--- src/rtl/vga_timing_gen.sv ---
// vga_timing_gen
//   Parametrised VGA timing generator and registered pixel output stage.
//   A clock divider produces a one-clk pixel enable; horizontal and vertical
//   counters run over the configured mode and present the current coordinate
//   to the renderer. Sync and colour are registered on the pixel enable from
//   the pre-increment coordinate, so they lag the coordinate by one pixel tick.
//
//   Optional feature macro: VGA_TEST_PATTERN_EN (adds test_en and an
//   eight-bar colour pattern over the active area).
//
// Ports
//   clk          system clock, rising edge
//   rst_n        asynchronous active-low reset
//   r_in/g_in/b_in  renderer colour for (pix_x, pix_y)
//   test_en      (VGA_TEST_PATTERN_EN only) replace renderer colour by bars
//   pix_x/pix_y  current coordinate
//   pix_valid    coordinate lies in the active area
//   pix_ce       one-clk pixel enable
//   line_start   pulse in the clk where pix_x becomes 0
//   frame_start  pulse in the clk where pix_x and pix_y become 0
//   hsync/vsync  registered sync outputs
//   r/g/b        registered colour, zero while blanked
module vga_timing_gen #(
   parameter int unsigned CLK_DIV   = 2,
   parameter int unsigned H_ACTIVE  = 640,
   parameter int unsigned H_FP      = 16,
   parameter int unsigned H_SYNC    = 96,
   parameter int unsigned H_BP      = 48,
   parameter int unsigned V_ACTIVE  = 480,
   parameter int unsigned V_FP      = 10,
   parameter int unsigned V_SYNC    = 2,
   parameter int unsigned V_BP      = 33,
   parameter bit          HSYNC_POL = 1'b0,
   parameter bit          VSYNC_POL = 1'b0,
   parameter int unsigned COLOR_W   = 2,
   localparam int unsigned H_TOTAL  = H_ACTIVE + H_FP + H_SYNC + H_BP,
   localparam int unsigned V_TOTAL  = V_ACTIVE + V_FP + V_SYNC + V_BP,
   localparam int unsigned X_W      = $clog2(H_TOTAL),
   localparam int unsigned Y_W      = $clog2(V_TOTAL)
) (
   input  logic               clk,
   input  logic               rst_n,
   input  logic [COLOR_W-1:0] r_in,
   input  logic [COLOR_W-1:0] g_in,
   input  logic [COLOR_W-1:0] b_in,
`ifdef VGA_TEST_PATTERN_EN
   input  logic               test_en,
`endif
   output logic [X_W-1:0]     pix_x,
   output logic [Y_W-1:0]     pix_y,
   output logic               pix_valid,
   output logic               pix_ce,
   output logic               line_start,
   output logic               frame_start,
   output logic               hsync,
   output logic               vsync,
   output logic [COLOR_W-1:0] r,
   output logic [COLOR_W-1:0] g,
   output logic [COLOR_W-1:0] b
);

   localparam int unsigned DIV_W = (CLK_DIV > 1) ? $clog2(CLK_DIV) : 1;
   localparam int unsigned BAR_W = (H_ACTIVE >= 8) ? H_ACTIVE / 8 : 1;

   logic [DIV_W-1:0]   div_q, div_d;
   logic [X_W-1:0]     pix_x_q, pix_x_d;
   logic [Y_W-1:0]     pix_y_q, pix_y_d;
   logic               line_start_q, line_start_d;
   logic               frame_start_q, frame_start_d;
   logic               hsync_q, hsync_d;
   logic               vsync_q, vsync_d;
   logic [COLOR_W-1:0] r_q, r_d, g_q, g_d, b_q, b_d;

   logic               ce;
   logic               valid;
   logic [31:0]        x_ext, y_ext;
   logic [COLOR_W-1:0] col_r, col_g, col_b;
`ifdef VGA_TEST_PATTERN_EN
   logic [2:0]         bar;
`endif

   // With CLK_DIV=1 the divider is stuck at 0 and the enable stays high.
   assign ce    = (div_q == DIV_W'(CLK_DIV - 1));
   assign x_ext = 32'(pix_x_q);
   assign y_ext = 32'(pix_y_q);
   assign valid = (x_ext < H_ACTIVE) && (y_ext < V_ACTIVE);

   always_comb begin
      col_r = r_in;
      col_g = g_in;
      col_b = b_in;
`ifdef VGA_TEST_PATTERN_EN
      bar = 3'(x_ext / BAR_W);
      if (test_en) begin
         col_r = bar[2] ? '1 : '0;
         col_g = bar[1] ? '1 : '0;
         col_b = bar[0] ? '1 : '0;
      end
`endif
      if (!valid) begin
         col_r = '0;
         col_g = '0;
         col_b = '0;
      end
   end

   always_comb begin
      div_d         = div_q;
      pix_x_d       = pix_x_q;
      pix_y_d       = pix_y_q;
      line_start_d  = 1'b0;
      frame_start_d = 1'b0;
      hsync_d       = hsync_q;
      vsync_d       = vsync_q;
      r_d           = r_q;
      g_d           = g_q;
      b_d           = b_q;
      if (ce) begin
         div_d = '0;
         if (pix_x_q == X_W'(H_TOTAL - 1)) begin
            pix_x_d      = '0;
            line_start_d = 1'b1;
            if (pix_y_q == Y_W'(V_TOTAL - 1)) begin
               pix_y_d       = '0;
               frame_start_d = 1'b1;
            end else begin
               pix_y_d = pix_y_q + 1'b1;
            end
         end else begin
            pix_x_d = pix_x_q + 1'b1;
         end
         // Output stage samples the coordinate being left, hence one tick of lag.
         hsync_d = ((x_ext >= H_ACTIVE + H_FP) && (x_ext < H_ACTIVE + H_FP + H_SYNC))
                   ? HSYNC_POL : ~HSYNC_POL;
         vsync_d = ((y_ext >= V_ACTIVE + V_FP) && (y_ext < V_ACTIVE + V_FP + V_SYNC))
                   ? VSYNC_POL : ~VSYNC_POL;
         r_d = col_r;
         g_d = col_g;
         b_d = col_b;
      end else begin
         div_d = div_q + 1'b1;
      end
   end

   always_ff @(posedge clk or negedge rst_n) begin
      if (!rst_n) begin
         div_q         <= '0;
         pix_x_q       <= '0;
         pix_y_q       <= '0;
         line_start_q  <= 1'b0;
         frame_start_q <= 1'b0;
         hsync_q       <= ~HSYNC_POL;
         vsync_q       <= ~VSYNC_POL;
         r_q           <= '0;
         g_q           <= '0;
         b_q           <= '0;
      end else begin
         div_q         <= div_d;
         pix_x_q       <= pix_x_d;
         pix_y_q       <= pix_y_d;
         line_start_q  <= line_start_d;
         frame_start_q <= frame_start_d;
         hsync_q       <= hsync_d;
         vsync_q       <= vsync_d;
         r_q           <= r_d;
         g_q           <= g_d;
         b_q           <= b_d;
      end
   end

   assign pix_x       = pix_x_q;
   assign pix_y       = pix_y_q;
   assign pix_valid   = valid;
   assign pix_ce      = ce;
   assign line_start  = line_start_q;
   assign frame_start = frame_start_q;
   assign hsync       = hsync_q;
   assign vsync       = vsync_q;
   assign r           = r_q;
   assign g           = g_q;
   assign b           = b_q;

endmodule

--- config.mk ---
export PLATFORM = sky130hd
export DESIGN_NAME = vga_timing_gen
export DESIGN_NICKNAME = d
export VERILOG_FILES = /design/src/rtl/vga_timing_gen.sv
export SDC_FILE = /design/constraint.sdc
export NUM_CORES = 1
export LEC_CHECK = 0
export CAP_MARGIN = 20
export CORE_MARGIN = 8
export CORE_UTILIZATION = 35
export DETAILED_ROUTE_END_ITERATION = 10
export PLACE_DENSITY = 0.61
export SLEW_MARGIN = 20
export SYNTH_ARGS = -nofsm -noshare
export SYNTH_HDL_FRONTEND = slang
export SYNTH_SLANG_ARGS = --single-unit
export TNS_END_PERCENT = 5
--- constraint.sdc ---
create_clock -name clk -period 6.8 [get_ports clk]
set_input_delay 1.02 -clock clk [delete_from_list [all_inputs] [get_ports clk]]
set_output_delay 1.02 -clock clk [all_outputs]
set_load 0.05 [all_outputs]
==> run_1/sizing.png <==
Scale: 3 px per um.
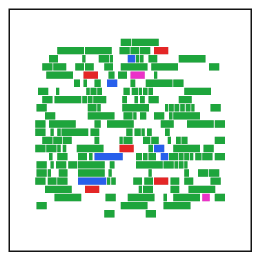
colour	size	cells
red	x6 and larger	5
blue	x2	6
green	x1 and smaller	170
magenta	x3 and x4	2

==> run_1/route_heat.png <==
Scale: 4 px per um. 16 x 16 tiles, from dark purple (low) to yellow (high), scaled to the fullest tile. Values are wire area over tile area, all layers added.
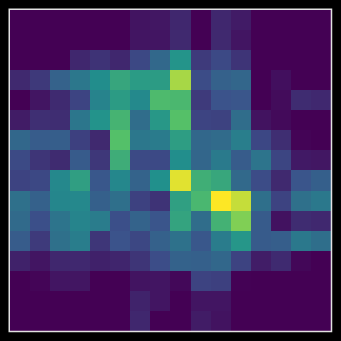
fullest tile	0.45
emptiest ninth of the die	north-east
tiles over half the peak	11%
post-DR wirelength/cell: 16.0 um
final wirelength: 3.72 mm

==> run_1/placed.png <==
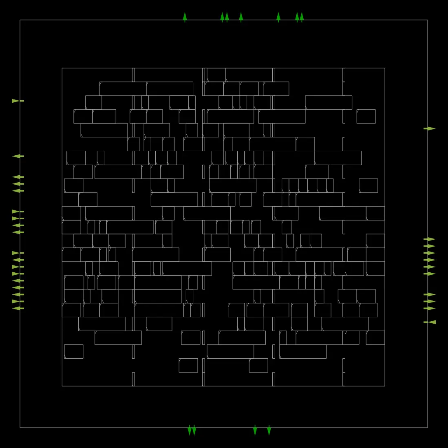
Placeable Area: 0.00397 sq mm
Seq area share: 0.395
Site Rows: 23
Final Core Density: 0.496
tap cell count: 50

==> run notes, run 1 <==
Implementation results are summarized by area below.

GRT
The initial antenna violation count was 0. The busiest layer in global routing is met2. The first global-routing pass estimated 6.09 mm of wire. Per the GRT congestion report, total overflow comes to 0.

Critical path
The critical path startpoint is pix_y[5]. Counting buffers and inverters, the worst setup path is 5 cells deep.

Worst hold path
The class of the tightest hold or removal check is reg2reg. Hold analysis lists the worst path endpoint as r[0].

Place
RePlAce ended its routability-driven mode at a weighted congestion of 0.830. The instance count after placement with tap cells included is 225. The total of buffers placed on input and output ports is 39.

Synthesis
The synthesized instance count is 138. The mux cell area share after synthesis is 0. In the synthesized netlist, the cells that appear most often are 29 x dfrtp_1, 12 x nand2_1, 11 x nor2_1. For this run the top cell type by instance count after synthesis was dfrtp_1.

At floorplan, the net count of the design was reported as 150. The unique cell type count in the Yosys netlist is 30. For this run, the register share of the synthesized area comes to 0.540. In this run, the synthesized area fraction spent on adder and majority cells is recorded as 0.0347.

Drt
The total length of routed met2 wires is 1.65 mm. The routed layout has 1203 vias.

Floorplan
The chip height is 80.2 um.

Timing
Headroom to the max-slew limit came out at 0.576. Setup repair after global routing left no endpoint under its margin.

Outcome
The flow ran to the end, and the final reports show no timing, DRC or antenna violations.

Clock network
The clock tree from TritonCTS is done.

Finish
Measured on the final layout, buffering overhead outside the clock network stands at 0.202. 96 cells are multi-input combinational gates.
==> run 2, diff against run 1 <==
==> constraint.sdc (replaced) <==
create_clock -name clk -period 3.4 [get_ports clk]
set_input_delay 0.51 -clock clk [delete_from_list [all_inputs] [get_ports clk]]
set_output_delay 0.51 -clock clk [all_outputs]
set_load 0.05 [all_outputs]
==> run_2/floorplan.png <==
Scale: 6 px per um. Pins as bars on the die edge.
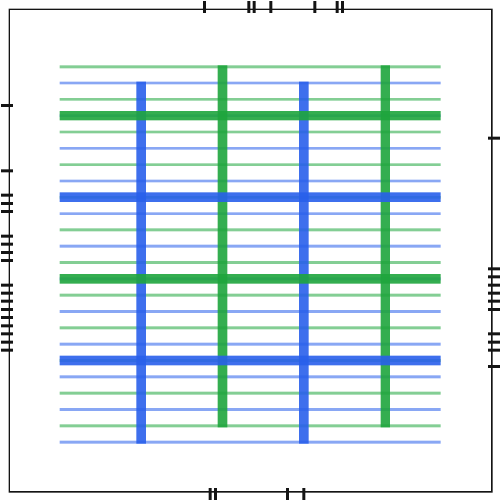
colour	net
blue	VSS
green	VDD
signal pins	40
met4 straps	4
rows	23
met1 rails	24
Die Width: 80.2 um
Die Span Y: 80.2 um

==> run notes, run 2 <==
Implementation results are summarized by area below.

Drt
The routed via count is 1192. The average routed wire per standard cell is 15.2 um. The final wirelength is 3.56 mm.

Detailed routing placed a total of 1.52 mm of wire on met2.

GRT
The global route stage reports its total congestion overflow as 0. The initial antenna violation count is 0. The first global-routing pass estimated 6.04 mm of wire.

Finish
The final design was reported to hold multi-input combinational gates totalling 96. Per the layout area report, the sequential fraction of cell area is 0.390. The data-path buffer share of cell area in the final layout is 0.203. The fraction of the core area covered by cells at the end of the flow is 0.503.

Critical path
The critical path startpoint is pix_y[5].

Floorplan
The number of placement rows is 23. The tap cell count is 50. The area of the core region is 0.00397 sq mm.

Outcome
The flow ran to the end, and the final reports show no timing, DRC or antenna violations.

Place
The total of buffers placed on input and output ports is 39. The instance count after placement with tap cells included is 226.

Worst hold path
The worst min-delay path endpoint is b[0]. The class of the tightest hold or removal check is reg2reg.

Synthesis
Yosys reports the multiplexer fraction of the synthesized area as 0. When the netlist entered floorplanning its net count stood at 150. The unique cell type count in the Yosys netlist is 30. Ranked by instance count, the synthesized netlist is headed by 29 x dfrtp_1, 12 x nand2_1, 11 x nor2_1. Per the synthesis report, the adder-cell share of the synthesized area is 0.0347.

The post-synthesis cell count is 138. The part of the Yosys area used for sequential elements is 0.540. The library cell with the highest instance count after synthesis is dfrtp_1.

Timing
Setup repair after global routing left no endpoint under its margin.
==> run_2/closeup.png <==
Window x 15 to 65, y 30 to 80 um. Cells in grey, sequential cells in the stronger grey; small squares are vias.
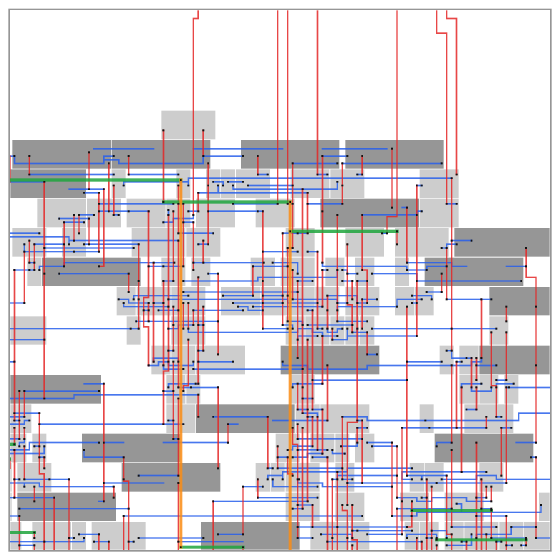
colour	layer
green	M3
blue	M1
red	M2
orange	M4
sequential cells in the window	19
most frequent	dfrtp_1 (19), clkdlybuf4s50_1 (10), nand3_1 (9)
netlist names of flops here include	pix_x (10), pix_y (5)
cells with their middle in the window	113

==> run 3, diff against run 2 <==
--- a/config.mk
+++ b/config.mk
@@ -9,7 +9,7 @@
 export CORE_MARGIN = 8
 export CORE_UTILIZATION = 35
 export DETAILED_ROUTE_END_ITERATION = 10
-export PLACE_DENSITY = 0.61
+export PLACE_DENSITY = 0.64
 export SLEW_MARGIN = 20
 export SYNTH_ARGS = -nofsm -noshare
 export SYNTH_HDL_FRONTEND = slang
==> constraint.sdc (replaced) <==
create_clock -name clk -period 2.53 [get_ports clk]
set_input_delay 0.3795 -clock clk [delete_from_list [all_inputs] [get_ports clk]]
set_output_delay 0.3795 -clock clk [all_outputs]
set_load 0.05 [all_outputs]
==> run_3/route_heat.png <==
Scale: 4 px per um. 16 x 16 tiles, from dark purple (low) to yellow (high), scaled to the fullest tile. Values are wire area over tile area, all layers added.
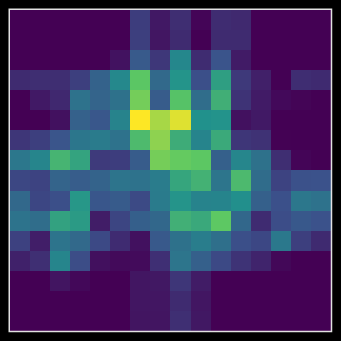
densest ninth of the die	centre
mean over tiles	0.090
emptiest ninth of the die	north-east

==> run notes, run 3 <==
Implementation results are summarized by area below.

Worst hold path
The class of the tightest hold or removal check is reg2reg. The worst min-delay path endpoint is vsync.

Floorplan
The x dimension of the die is 80.2 um. The tap cell count is 50. The initialized floorplan defines 23 standard-cell rows. The chip height is 80.2 um. According to the floorplan report, the placeable core area is 0.00397 sq mm.

Finish
The number of multi-input combinational cells in the layout is 96. The finished layout reports a core utilization of 0.506. Of all the cell area in the finished design, non-clock buffers hold 0.208. The most frequent standard cell in the layout excluding fill and tap cells is clkdlybuf4s50_1.

Clock network
The number of resized instances in the post-cts repair step is 0. The clock tree root buffer cell is clkbuf_8. The clock tree from TritonCTS is done.

Synthesis
The library cell with the highest instance count after synthesis is dfrtp_1. The unique cell type count in the Yosys netlist is 30. The net count after synthesis is 150. The summed instance area of the synthesized netlist is 0.00144 sq mm. The synthesis log from Yosys contains 0 warnings.

Summing all multiplexer cells gives an area fraction of 0. The area fraction in full adders, half adders and majority gates is 0.0347. The share of the Yosys chip area taken by registers is 0.540. For reference, the top cells by count after synthesis are 29 x dfrtp_1, 12 x nand2_1, 11 x nor2_1. Counting every instance in the synthesized netlist gives 138.

Place
The routability-driven placement congestion ratio is 0.829. The instance count after placement with tap cells included is 228. During placement, the flow inserted port buffers numbering 39.

Timing
Setup repair after global routing left no endpoint under its margin. The sum of negative setup slack is 0 ns. The worst relative slew slack is 0.649.

GRT
The initial antenna violation count is 0. For this run, global-route usage on met1 was measured as 0.149. The busiest layer in global routing is met2.

Recorded from the global router log, the overflow total was 0. The via count of the first global-routing pass is 1294. The first global-routing pass estimated 6.19 mm of wire.

Critical path
Counting buffers and inverters, the worst setup path is 4 cells deep. The critical path starts at pix_x[7]. The timing report shows that the slowest cell on the worst path is or4b_4.

Drt
The script logs the ratio of routed vias to standard cells as 5.04. After detailed routing, the wire length on met1 is 1.60 mm. The total length of routed met2 wires is 1.65 mm. The final wirelength is 3.58 mm.

The average routed wire per standard cell is 15.2 um. The routed via count is 1189.

Outcome
The run finished with clean final reports.

Power and ir drop
The sequential group share of total power is 0.515. The switching share of power is 0.214. The sequential power is 504 uW.
==> run_3/placed.png <==
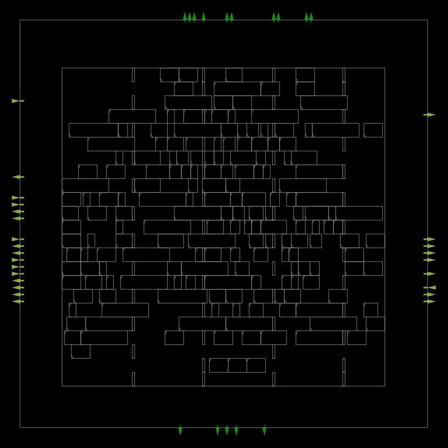
Seq area share: 0.387
Fillers: 369
layout sequential cell count: 31
final cell count without fillers: 236

No activity file was given, so power comes from the tool's default toggle rates.
